### config.mk
export PLATFORM = sky130hd
export DESIGN_NAME = mem_ctrl_param
export DESIGN_NICKNAME = d
export VERILOG_FILES = /design/src/rtl/mem_ctrl_param.sv
export SDC_FILE = /design/constraint.sdc
export NUM_CORES = 1
export LEC_CHECK = 0
export CORE_ASPECT_RATIO = 0.8
export CORE_MARGIN = 2
export CORE_UTILIZATION = 55
export DETAILED_ROUTE_END_ITERATION = 8
export GPL_TIMING_DRIVEN = 0
export PLACE_DENSITY = 0.73
export RECOVER_POWER = 100
export SLEW_MARGIN = 20
export SYNTH_ARGS = -nofsm -noshare
export SYNTH_HDL_FRONTEND = slang
export SYNTH_SLANG_ARGS = --single-unit
### constraint.sdc
create_clock -name clk -period 2.1 [get_ports clk]
set_clock_uncertainty 0.1 [all_clocks]
set_input_delay 0.21 -clock clk [delete_from_list [all_inputs] [get_ports clk]]
set_output_delay 0.21 -clock clk [all_outputs]
set_load 0.01 [all_outputs]
### src/rtl/mem_ctrl_param.sv
`default_nettype none
// ============================================================================
// Module   : mem_ctrl_param
// Purpose  : Single-port word memory with valid/ready requests, byte-enabled
//            writes, fixed-latency in-order responses and a sequential clear.
// Revision : 1.0 - initial release
// ============================================================================
module mem_ctrl_param #(
    parameter int                    DATA_WIDTH = 32,
    parameter int                    ADDR_WIDTH = 4,
    parameter int                    DEPTH      = 16,
    parameter int                    RD_LATENCY = 1,
    parameter logic [DATA_WIDTH-1:0] INIT_VALUE = '0
) (
    input  logic                    clk,
    input  logic                    rst,
    input  logic                    clr,
    input  logic                    req_valid,
    output logic                    req_ready,
    input  logic                    en,
    input  logic [ADDR_WIDTH-1:0]   addr,
    input  logic [DATA_WIDTH-1:0]   data_in,
    input  logic [DATA_WIDTH/8-1:0] be,
    output logic [DATA_WIDTH-1:0]   data_out,
    output logic                    valid_out,
    output logic                    resp_wr,
    output logic                    err_out,
    output logic                    busy
);

    localparam int                    c_nbytes = DATA_WIDTH / 8;
    localparam logic [ADDR_WIDTH:0]   c_depth  = (ADDR_WIDTH + 1)'(DEPTH);
    localparam logic [ADDR_WIDTH-1:0] c_last   = ADDR_WIDTH'(DEPTH - 1);

    localparam logic [0:0] c_st_init = 1'b0;
    localparam logic [0:0] c_st_run  = 1'b1;

    logic [0:0]            r_state;
    logic [ADDR_WIDTH-1:0] r_idx;
    logic [DATA_WIDTH-1:0] r_mem [DEPTH];

    logic [RD_LATENCY-1:0] r_pv;
    logic [RD_LATENCY-1:0] r_pw;
    logic [RD_LATENCY-1:0] r_pe;
    logic [DATA_WIDTH-1:0] r_pd [RD_LATENCY];

    logic w_init;
    logic w_acc;
    logic w_inr;
    logic w_wr;
    logic w_rd;

    assign w_init    = (r_state == c_st_init);
    assign busy      = w_init;
    assign req_ready = ~w_init & ~clr;
    assign w_acc     = req_valid & req_ready;
    assign w_inr     = ({1'b0, addr} < c_depth);
    assign w_wr      = w_acc & en & w_inr;
    assign w_rd      = w_acc & ~en & w_inr;

    // clr restarts the sweep from word 0 whether we are sweeping or running
    always_ff @(posedge clk or negedge rst) begin
        if (!rst) begin
            r_state <= c_st_init;
            r_idx   <= '0;
        end else if (clr) begin
            r_state <= c_st_init;
            r_idx   <= '0;
        end else if (w_init) begin
            if (r_idx == c_last) begin
                r_state <= c_st_run;
                r_idx   <= '0;
            end else begin
                r_idx <= r_idx + 1'b1;
            end
        end
    end

    always_ff @(posedge clk) begin
        if (w_init) begin
            r_mem[r_idx] <= INIT_VALUE;
        end else if (w_wr) begin
            for (int b = 0; b < c_nbytes; b++) begin
                if (be[b]) begin
                    r_mem[addr][8*b +: 8] <= data_in[8*b +: 8];
                end
            end
        end
    end

    // Stage 0 captures the response at the accept edge; later stages just shift
    always_ff @(posedge clk or negedge rst) begin
        if (!rst) begin
            r_pv <= '0;
            r_pw <= '0;
            r_pe <= '0;
            for (int i = 0; i < RD_LATENCY; i++) begin
                r_pd[i] <= '0;
            end
        end else begin
            r_pv[0] <= w_acc;
            r_pw[0] <= w_acc & en;
            r_pe[0] <= w_acc & ~w_inr;
            r_pd[0] <= w_rd ? r_mem[addr] : '0;
            for (int i = RD_LATENCY - 1; i > 0; i--) begin
                r_pv[i] <= r_pv[i-1];
                r_pw[i] <= r_pw[i-1];
                r_pe[i] <= r_pe[i-1];
                r_pd[i] <= r_pd[i-1];
            end
        end
    end

    assign valid_out = r_pv[RD_LATENCY-1];
    assign resp_wr   = r_pw[RD_LATENCY-1];
    assign err_out   = r_pe[RD_LATENCY-1];
    assign data_out  = r_pd[RD_LATENCY-1];

endmodule
`default_nettype wire

Fig. 1: placement by cell class
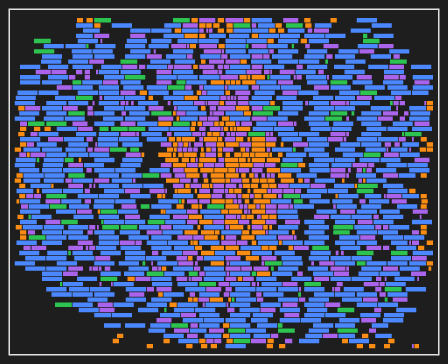
Blue shows registers, cells 551, share of their area 60%. Purple shows remaining logic cells, cells 432, share of their area 22%. Orange shows remaining buffers and delay cells, cells 280, share of their area 12%. Green shows clock drivers and dummy loads, cells 96, share of their area 6.8%.
post-layout util: 72.57%
sequential share of cell area: 58.76%
FP Rows: 64
core area: 38,360 sq um

Fig. 2: local utilization
The die is cut into 23 by 18 equal tiles; black is low, pale yellow is high, 0 to 100% covered.
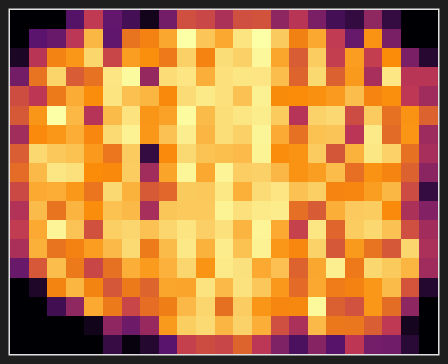
5.6% of the tiles are nearly empty. The fullest tile reaches 100%. The mean over all tiles is 67%. 52% of the tiles are over 75% full.
Pre-Place Util: 56.06%

==> run_results.csv <==
group,metric,value,unit
outcome,outcome,"complete, but fails checks",
sta,fin_crit,2.302,ns
finish,fill_cells,2143,
finish,final_area,27840,sq um
cts,htree_levels,2,
cts,cts-resized-gates,175,
logic_synthesis,ys_warn_count,0,
logic_synthesis,mappedNetlistArea,21500,sq um
critical_path,path_class,"flip-flop to flip-flop",
power_and_ir_drop,finalPower,23.52,mW
power_and_ir_drop,powerDensity,845.1,nW/um^2
cts,clk_path_buf_depth,3,
min_path,hp-start,"req_valid",
drt,wl,61130,microns
cts,clock_latency,0.58,ns
logic_synthesis,largest_area_cell,"edfxtp_1",
cts,cts.clk_slew.worst_paths,0.07,ns
logic_synthesis,postSynthCellCount,1052,
cts,cts_sinks,551,
logic_synthesis,syn_area_per_cell,20.44,sq um
logic_synthesis,synth_flops,551,
finish,final_cells,1855,
drt,wl_per_cell,32.96,microns
min_path,min_path_cells,2,
sta,worst_slack,-0.2023,ns
critical_path,reg2reg_to,"r_mem[3][18]",
critical_path,required,2.29,ns
global_route,grt-busiest-layer,"met2",
job,tool_warnings,29,
sta,rsz0062_at_grt,"yes",
drt,via_per_inst,6.794,
drt,drc,0,
sta,fmaxAchievable,434.3,MHz
finish,regMostFlops,"r_mem",
min_path,hp-class,"input pin to flip-flop",
power_and_ir_drop,p_leak,10.23,nW
cts,root_buffer,"clkbuf_16",
sta,fin_tns_setup,-25.64,ns
finish,final_cell_mix,"edfxtp_1, mux4_2, a21oi_4, buf_12, clkbuf_16",
drt,first_pass_iters,6,
placement,io_buffers,78,
logic_synthesis,synth.distinct_cells,34,
sta,finalClockPeriodUsage,109.6,%
finish,final_common_cell,"edfxtp_1",
logic_synthesis,fp_nets,1098,
power_and_ir_drop,worst_ir_drop_vdd,0.0008469,V
global_route,grt_pass1_vias,12460,
global_route,antenna_found_initial,0,
drt,ant_nets,0,
floorplan,die_area,40710,sq um
finish,fin_nets,1363,
job,maxCapViolCount,0,
logic_synthesis,yosysTopAreaCellShare,71.50,%
drt,drt_iter0_drc,1754,
cts,post_cts_buffers,102,
floorplan,die_w,225.1,microns
finish,largest_register_ffs,512,
cts,cts_made_buffers,52,
sta,finalHoldViolCount,0,
critical_path,critPathLaunchType,"flip-flop",
sta,slew_violations,0,
floorplan,io_pins,82,
critical_path,crit_arrival,2.49,ns
finish,comb_area,5729,sq um
logic_synthesis,yosys.stat.seqShare,76.03,%
logic_synthesis,yosysCellCount,1052,
min_path,hold_end,"valid_out",
placement,globalplace.congestion,0.9346,
global_route,use_met2,44.69,%
placement,place_area,23050,sq um
global_route,grt_pass1_wl,84680,microns
global_route,grt_max_degree,40,
sta,hold_slack,0.2636,ns
critical_path,cp_max_fo,10,
cts,cts_tree,"done",
critical_path,critPathLaunch,"r_idx[3]",
critical_path,end_kind,"flip-flop",
global_route,met3_usage,6.326,%
critical_path,crit_end,"r_mem[3][18]",
global_route,grt_util_met1,40.83,%
global_route,gr-total-overflow,0,
finish,syn_to_final_growth,29.44,%
finish,drive_gt1_share,38.85,%
sta,tightest_slew,1.349,ns
placement,place_hpwl,32620,microns
finish,seq_area,16360,sq um
drt,via_count,12602,
critical_path,r2r-start,"r_idx[3]",
global_route,grt_use_total,29.37,%
floorplan,dieHeight,180.9,microns
critical_path,r2r.worst_path.cells,4,
cts,hold_buffers,1,
logic_synthesis,yosys-top-cells-area,"edfxtp_1, mux4_2, dfrtp_1",
placement,dp.cells,1628,
placement,place_ws,-1.496,ns
sta,finalSetupViolCount,472,
outcome,violations,"setup timing",
[cells by family after synthesis]
kind of cell | Yosys count | share of synthesized area, %
other | 1 | 0.01744
and+or+nand+nor | 112 | 3.031
AOI/OAI and AO/OA | 120 | 3.584
DFF | 551 | 76.03
muxes | 162 | 14.99
xor gates and xnor gates | 1 | 0.04074
adders and majority gates | 1 | 0.05817
buffers and inverters | 104 | 2.246
[cells in the mapped netlist]
master	n
clkbuf_1	29
xnor2_1	1
nand2_1	2
nor4_2	1
o2111ai_1	6
and3_1	32
buf_6	3
o221ai_1	32
o211ai_1	9
buf_1	4
conb_1	1
dfrtp_1	39
nand4_1	16
nor4bb_1	1
inv_2	1
nor2b_1	10
or4_1	1
nand3_1	33
ha_1	1
a21oi_1	70
buf_2	23
a211o_1	1
nand4b_2	1
nor2_1	9
o21ai_0	1
mux2i_1	34
nand2b_1	2
or3_1	1
buf_4	11
inv_1	33
a31oi_1	1
mux4_2	128
edfxtp_1	512
and2_1	3
[critical path, cell delays in order (launching register included)]
cell,delay [ns]
dfrtp_2,0.57
nor2_2,0.39
o2111ai_4,0.41
a21oi_4,0.37
buf_6,0.16
[final cells by class]
cell class / count / area share (%)
antenna: 1 / 0.008990
buffer: 66 / 1.596
clock buffer: 67 / 5.277
clock inverter: 29 / 1.335
inverter: 34 / 0.4900
multi-input combinational: 397 / 20.58
sequential: 551 / 58.76
tap: 495 / 2.225
timing repair buffer: 214 / 9.700
timing repair inverter: 1 / 0.02697
[routing by layer]
layer | up-vias | part of all wire, %
li1 | 4907 | -
met1 | 6539 | 38
met2 | 911 | 46
met3 | 245 | 10
met4 | 0 | 6.0
met5 | - | 0
[power by group]
group / internal [mW] / switching, mW
clock network: 6.03 / 4.05
registers: 12.1 / 0.0723
logic: 0.606 / 0.705
